File: config.mk
export PLATFORM = sky130hd
export DESIGN_NAME = anita3_scaler_readout_sequencer
export DESIGN_NICKNAME = d
export VERILOG_FILES = /design/src/rtl/anita3_readout_pkg.sv /design/src/rtl/anita3_priority_pick.sv /design/src/rtl/anita3_scaler_readout_sequencer.sv
export SDC_FILE = /design/constraint.sdc
export NUM_CORES = 1
export LEC_CHECK = 0
export ABC_AREA = 1
export CAP_MARGIN = 10
export CORE_ASPECT_RATIO = 0.6
export CORE_MARGIN = 4
export CORE_UTILIZATION = 25
export DETAILED_ROUTE_END_ITERATION = 12
export MAX_ROUTING_LAYER = met4
export SETUP_SLACK_MARGIN = 0.2
export SLEW_MARGIN = 20
export SYNTH_ARGS = -nofsm -noshare
export SYNTH_HDL_FRONTEND = slang
export SYNTH_SLANG_ARGS = --single-unit
File: constraint.sdc
create_clock -name clk33_i -period 13 [get_ports clk33_i]
set_clock_uncertainty 0.2 [all_clocks]
set_input_delay 1.3 -clock clk33_i [delete_from_list [all_inputs] [get_ports clk33_i]]
set_output_delay 1.3 -clock clk33_i [all_outputs]
set_load 0.02 [all_outputs]
File: src/rtl/anita3_readout_pkg.sv
// ---------------------------------------------------------------------------
// anita3_readout_pkg
// Shared definitions for the TURF scaler readout sequencer and related
// arbiters. It holds the frame FSM state encoding, the default word width and
// channel count, the header channel code, the overrun counter width, and the
// saturating-increment helper used by the overrun counter.
// ---------------------------------------------------------------------------
package anita3_readout_pkg;

  // Frame sequencer states.
  typedef enum logic [1:0] {
    ST_IDLE  = 2'd0,
    ST_LATCH = 2'd1,
    ST_HDR   = 2'd2,
    ST_SEND  = 2'd3
  } rd_state_t;

  // Default scaler and header word width, and default channel count.
  localparam int WIDTH_DEFAULT = 16;
  localparam int NCH_DEFAULT   = 8;

  // Channel index reported alongside the header word.
  localparam int HDR_CH = 0;

  // Dropped-PPS counter width and its saturation value.
  localparam int                   OVR_CNT_W   = 8;
  localparam logic [OVR_CNT_W-1:0] OVR_CNT_MAX = '1;

  // The counter stops at all-ones and does not wrap.
  function automatic logic [OVR_CNT_W-1:0] ovr_sat_inc(input logic [OVR_CNT_W-1:0] v);
    logic [OVR_CNT_W-1:0] r;
    if (v == OVR_CNT_MAX) r = v;
    else                  r = v + 1'b1;
    return r;
  endfunction

endpackage

File: src/rtl/anita3_priority_pick.sv
// ---------------------------------------------------------------------------
// anita3_priority_pick
// Combinational lowest-set-bit finder. It is shared by the scaler readout
// sequencer and other TURF arbiters.
//
// Ports
//   req       in  N    request vector
//   idx       out IW   index of the lowest set bit (0 when req == 0)
//   found     out 1    at least one bit of req is set
//   only_one  out 1    exactly one bit of req is set
// ---------------------------------------------------------------------------
module anita3_priority_pick
  import anita3_readout_pkg::*;
#(
  parameter int N  = NCH_DEFAULT,
  parameter int IW = (N > 1) ? $clog2(N) : 1
) (
  input  logic [N-1:0]  req,
  output logic [IW-1:0] idx,
  output logic          found,
  output logic          only_one
);

  logic [N-1:0] req_minus_one;

  // The scan runs from the top down, so the lowest set bit is the last one
  // written and wins.
  always_comb begin
    idx = '0;
    for (int i = N - 1; i >= 0; i--) begin
      if (req[i]) idx = IW'(i);
    end
  end

  // Clearing the lowest set bit leaves zero only when a single bit was set.
  assign req_minus_one = req - 1'b1;
  assign found         = |req;
  assign only_one      = found && ((req & req_minus_one) == '0);

endmodule

File: src/rtl/anita3_scaler_readout_sequencer.sv
// ---------------------------------------------------------------------------
// anita3_scaler_readout_sequencer
// Per-second readout controller for the TURF scaler bank, in the 33 MHz
// domain. On each PPS rising edge it issues one latch strobe, snapshots every
// scaler channel and the enable mask, and then streams a header word (the PPS
// count) followed by each enabled channel over a valid/ready interface.
// A PPS edge that arrives while a frame is in flight is dropped. The edge is
// still counted in the PPS counter, so the missing frame shows up as a gap in
// the header sequence, and it is also recorded in the overrun flag and the
// overrun counter.
//
// Ports
//   clk33_i        in  1          33 MHz system clock
//   rst_i          in  1          asynchronous active-high reset
//   pps_clk33_i    in  1          PPS, already synchronous to clk33_i
//   scaler_i       in  NCH*WIDTH  packed scalers, channel k at [k*WIDTH +: WIDTH]
//   enable_mask_i  in  NCH        channels to transmit, sampled at latch
//   latch_o        out 1          one-cycle snapshot strobe
//   dat_o          out WIDTH      header (PPS count) or scaler word
//   ch_o           out CHW        channel of the current word (0 on header)
//   hdr_o          out 1          current word is the header
//   last_o         out 1          current word ends the frame
//   valid_o        out 1          word valid
//   ready_i        in  1          downstream accepts the word
//   busy_o         out 1          frame in progress
//   overrun_o      out 1          sticky: a PPS edge was dropped
//   overrun_cnt_o  out 8          saturating count of dropped PPS edges
// ---------------------------------------------------------------------------
module anita3_scaler_readout_sequencer
  import anita3_readout_pkg::*;
#(
  parameter int NCH   = NCH_DEFAULT,
  parameter int WIDTH = WIDTH_DEFAULT,
  parameter int CHW   = $clog2(NCH)
) (
  input  logic                 clk33_i,
  input  logic                 rst_i,
  input  logic                 pps_clk33_i,
  input  logic [NCH*WIDTH-1:0] scaler_i,
  input  logic [NCH-1:0]       enable_mask_i,
  output logic                 latch_o,
  output logic [WIDTH-1:0]     dat_o,
  output logic [CHW-1:0]       ch_o,
  output logic                 hdr_o,
  output logic                 last_o,
  output logic                 valid_o,
  input  logic                 ready_i,
  output logic                 busy_o,
  output logic                 overrun_o,
  output logic [OVR_CNT_W-1:0] overrun_cnt_o
);

  rd_state_t state_reg, state_next;

  logic                 pps_prev_reg;
  logic                 pps_edge;
  logic [WIDTH-1:0]     pps_cnt_reg;
  logic [WIDTH-1:0]     hdr_word_reg;
  logic [NCH-1:0]       pending_reg;
  logic [NCH-1:0]       pending_next;
  logic [NCH-1:0]       pending_lsb;
  logic [NCH*WIDTH-1:0] shadow_flat_reg;
  logic [WIDTH-1:0]     shadow_word [NCH];
  logic                 overrun_reg;
  logic [OVR_CNT_W-1:0] overrun_cnt_reg;

  logic [CHW-1:0]       pick_idx;
  logic                 pick_found;
  logic                 pick_only_one;
  logic                 handshake;

  assign pps_edge = pps_clk33_i & ~pps_prev_reg;

  // Per-channel view of the shadow bank, used for the word select below.
  for (genvar gi = 0; gi < NCH; gi++) begin : g_shadow_view
    assign shadow_word[gi] = shadow_flat_reg[gi*WIDTH +: WIDTH];
  end

  // Next channel to send is the lowest pending bit.
  anita3_priority_pick #(
    .N  (NCH),
    .IW (CHW)
  ) u_pick (
    .req      (pending_reg),
    .idx      (pick_idx),
    .found    (pick_found),
    .only_one (pick_only_one)
  );

  // Isolate the lowest set bit so it can be cleared on handshake.
  assign pending_lsb = pending_reg & (~pending_reg + 1'b1);

  // ---------------- FSM next-state and outputs ----------------
  always_comb begin
    state_next = state_reg;
    latch_o    = 1'b0;
    valid_o    = 1'b0;
    hdr_o      = 1'b0;
    last_o     = 1'b0;
    dat_o      = '0;
    ch_o       = '0;

    case (state_reg)
      ST_IDLE: begin
        if (pps_edge) state_next = ST_LATCH;
      end

      ST_LATCH: begin
        latch_o    = 1'b1;
        state_next = ST_HDR;
      end

      ST_HDR: begin
        // The header is captured at latch time. A dropped PPS edge that
        // advances the live counter while this word is stalled therefore
        // cannot change it.
        valid_o = 1'b1;
        hdr_o   = 1'b1;
        dat_o   = hdr_word_reg;
        ch_o    = CHW'(HDR_CH);
        last_o  = (pending_reg == '0);
        if (ready_i) state_next = (pending_reg == '0) ? ST_IDLE : ST_SEND;
      end

      ST_SEND: begin
        // The pending mask changes only on handshake, so the presented word
        // holds through any stall.
        valid_o = pick_found;
        dat_o   = shadow_word[pick_idx];
        ch_o    = pick_idx;
        last_o  = pick_only_one;
        if (!pick_found || (ready_i && pick_only_one)) state_next = ST_IDLE;
      end

      default: state_next = ST_IDLE;
    endcase
  end

  assign handshake = valid_o & ready_i;
  assign busy_o    = (state_reg != ST_IDLE);

  always_comb begin
    pending_next = pending_reg;
    if (state_reg == ST_LATCH)
      pending_next = enable_mask_i;
    else if (state_reg == ST_SEND && handshake)
      pending_next = pending_reg & ~pending_lsb;
  end

  // ---------------- state and datapath registers ----------------
  always_ff @(posedge clk33_i or posedge rst_i) begin
    if (rst_i) begin
      state_reg       <= ST_IDLE;
      pps_prev_reg    <= 1'b0;
      pps_cnt_reg     <= '0;
      hdr_word_reg    <= '0;
      pending_reg     <= '0;
      shadow_flat_reg <= '0;
      overrun_reg     <= 1'b0;
      overrun_cnt_reg <= '0;
    end else begin
      state_reg    <= state_next;
      pps_prev_reg <= pps_clk33_i;
      pending_reg  <= pending_next;

      // Every edge is counted, including dropped ones.
      if (pps_edge) pps_cnt_reg <= pps_cnt_reg + 1'b1;

      if (state_reg == ST_LATCH) begin
        shadow_flat_reg <= scaler_i;
        hdr_word_reg    <= pps_cnt_reg;
      end

      if (pps_edge && state_reg != ST_IDLE) begin
        overrun_reg     <= 1'b1;
        overrun_cnt_reg <= ovr_sat_inc(overrun_cnt_reg);
      end
    end
  end

  assign overrun_o     = overrun_reg;
  assign overrun_cnt_o = overrun_cnt_reg;

endmodule

Figure 1. Signal wires by layer.
Two of the layers only.
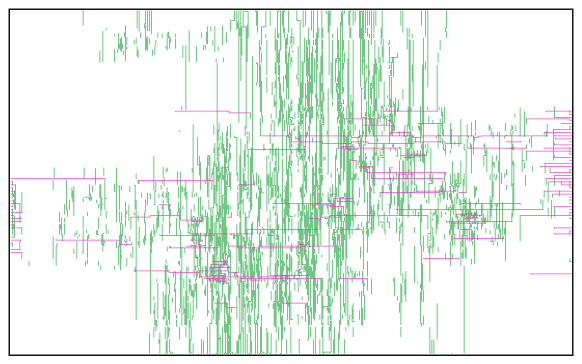
Magenta shows metal 3, wire length 1820 um. Green shows metal 2, wire length 13100 um.
WL final: 30300 um
global router's overall resource usage: 16.2%
mean routed wirelength per cell: 17.7 um
vias after detailed routing: 7941

Figure 2. M1 wires.
Bar = 50 um. Supply wires on this layer in grey. Cells faint in the background.
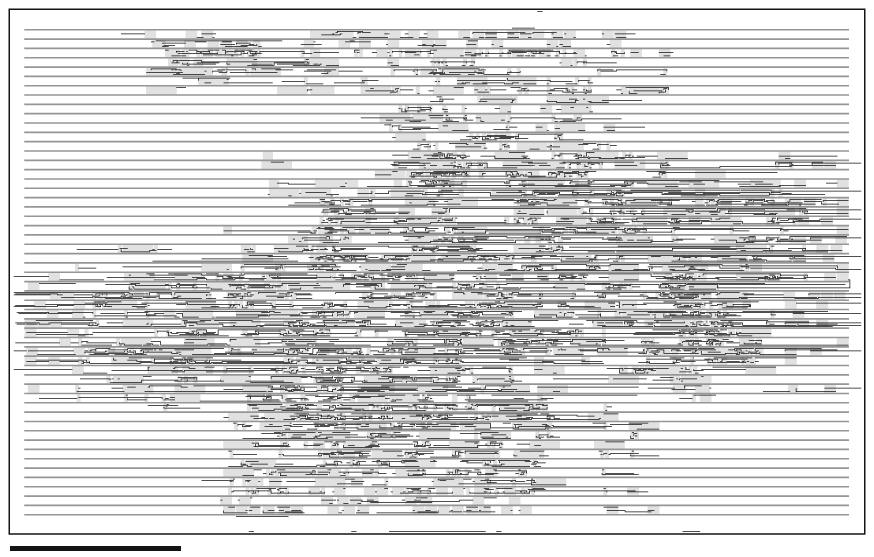
1262 nets have wire on it. The layer holds 49% of the routed length. The longest straight run is 76.8 um. The wires run mostly horizontal. The layer carries 14900 um of wire.
met1 capacity usage during global routing: 23.7%

Figure 3. Where the registers sit.
Bar = 50 um.
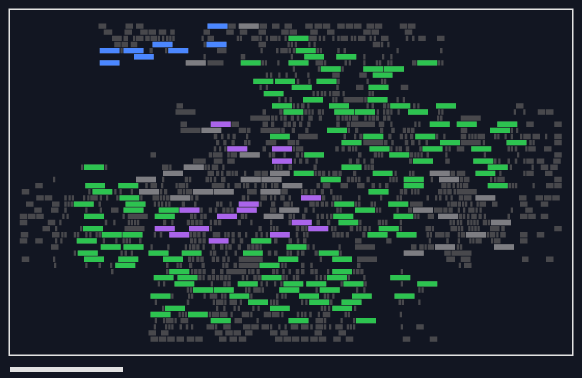
Blue shows overrun_cnt_o, sequential cells 8, where top left. Green shows shadow_flat_reg, sequential cells 128. Purple shows hdr_word_reg, sequential cells 16, where middle.
Another 28 sequential cells are not coloured.

Figure 4. Routing congestion.
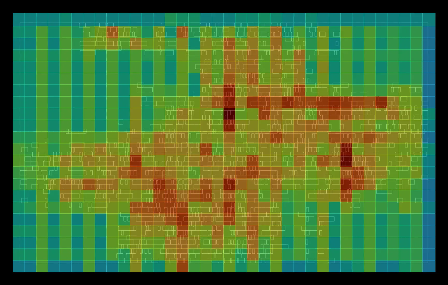
most crowded layer after global routing: met1
global routing usage on met2: 23.1%
fraction of met3 tracks used by global routing: 3.41%

==> run summary <==
Synthesis and PnR results.

- The sink count of the clock tree reads about 180.
- The area growth from synthesis to final layout is 30.2%.
- In this run the horizontal extent of the chip is 249 um.
- The number of flip-flops in the largest register is 128.
- Counting flops with an async set or reset pin after synthesis yields a share of 100%.
- The number of instances in the synthesized netlist reads ~1100.
- The floorplan step records an initial core utilization of 25.6%.
- The achievable frequency is 0.187 GHz.
- The instance count along the most critical hold path is 1.
- The power report shows net switching accounting for a little under half of the total.
- The flow ran to the end, and the final reports show no timing, DRC or antenna violations.
- The max-slew violation count is 0.
- The die covers 0.0380 sq mm.
- After layout, the worst path uses 41.1% of the clock period.
- The setup TNS is 0 ns.
- Looking at the clock tree report, the maximum root-to-sink buffer count equals 2.
- The tree is rooted in a sky130_fd_sc_hd__clkbuf_16.
- The post-synthesis chip area from yosys reads 0.00872 sq mm.
- The TritonCTS clock tree is done.
- The launch point of the worst min-delay path is recorded as pps_cnt_reg[14].
- Yosys instantiated no cell more often than sky130_fd_sc_hd__nand2_1.
- The level count of the clock H-tree is 4.
- The count of library flops with an enable pin is 0.
- A synthesized cell averages between 7 and 8 sq um.
- The insertion delay at the late pin of the worst-skew pair is 0.44 ns.
- The number of storage elements in the synthesis netlist reads 180.
- The residual antenna-violating net count after detailed routing reads 0.
==> cells in the final DEF, fill, tap and decap left out, types with 10 or more instances in the layout <==
master and instances:
sky130_fd_sc_hd__clkbuf_16 17, sky130_fd_sc_hd__dfrtp_1 180, sky130_fd_sc_hd__clkdlybuf4s50_1 172, sky130_fd_sc_hd__o21ai_0 19, sky130_fd_sc_hd__inv_1 36, sky130_fd_sc_hd__nor2_1 17, sky130_fd_sc_hd__xor2_1 16, sky130_fd_sc_hd__nand3_1 179
sky130_fd_sc_hd__nand2_2 10, sky130_fd_sc_hd__nand2_1 524
==> through the flow <==
step	hold slack, ns	instances	setup slack [ns]	cell area (sq um)
final	0.273	1717	7.66	11400
after global routing	0.282	1717	7.48	11400
after CTS	0.270	1717	7.68	11400
after detailed placement	0.260	1686	8.17	10800
after global placement	0.255	1686	8.22	10800
after floorplan	0.242	1110	6.61	8720
==> power by group through the flow <==
stage / sequential (uW) / combinational [uW] / clock [uW]
after floorplan: 938 / 1000 / 0
after detailed placement: 1010 / 1430 / 0
after global placement: 1010 / 1410 / 0
after CTS: 1000 / 1440 / 543
final: 1010 / 1430 / 530
after global routing: 1030 / 1590 / 568
==> routing by layer <==
layer / vias to the layer above / wire length, um / track usage (%)
met5: - / 0 / -
met4: 0 / 472 / 3.58
met3: 33 / 1820 / 3.41
met2: 285 / 13100 / 23.1
met1: 3834 / 14900 / 23.7
li1: 3789 / - / -
==> critical path, cell delays in order (launching register included) <==
cell and delay (ns):
sky130_fd_sc_hd__dfrtp_1 0.40, sky130_fd_sc_hd__inv_2 0.10, sky130_fd_sc_hd__nand2_1 0.06, sky130_fd_sc_hd__nand2_1 0.05, sky130_fd_sc_hd__nand2_1 0.05, sky130_fd_sc_hd__nand2_1 0.06
sky130_fd_sc_hd__nand2_1 0.07, sky130_fd_sc_hd__nand2_2 0.06, sky130_fd_sc_hd__buf_4 0.52, sky130_fd_sc_hd__nand2_2 0.34, sky130_fd_sc_hd__buf_4 0.40, sky130_fd_sc_hd__nand2_1 0.12
sky130_fd_sc_hd__nand3_1 0.14, sky130_fd_sc_hd__nand3_1 0.27, sky130_fd_sc_hd__nand3_1 0.15, sky130_fd_sc_hd__clkdlybuf4s50_1 0.57
==> cell type report <==
cell class / count / area (sq um) / area share (%)
Clock buffer: 19 / 443 / 3.90
Clock inverter: 12 / 144 / 1.27
Inverter: 47 / 184 / 1.62
Multi-Input combinational cell: 819 / 3710 / 32.7
Sequential cell: 180 / 4500 / 39.7
Tap cell: 459 / 574 / 5.06
Timing Repair Buffer: 181 / 1790 / 15.8
==> cell families (layout without fill, tap and decap cells) <==
group	count (synthesis)	in the layout	synth area share [%]
AOI/OAI and AO/OA	42	42	3.27
xor gates and xnor gates	21	21	2.11
adders and majority gates	2	2	0.287
buffers and inverters	111	259	5.87
DFF	180	180	51.7
muxes	1	1	0.129
and+or+nand+nor	753	753	36.7
Power and IR drop assume default switching activity.
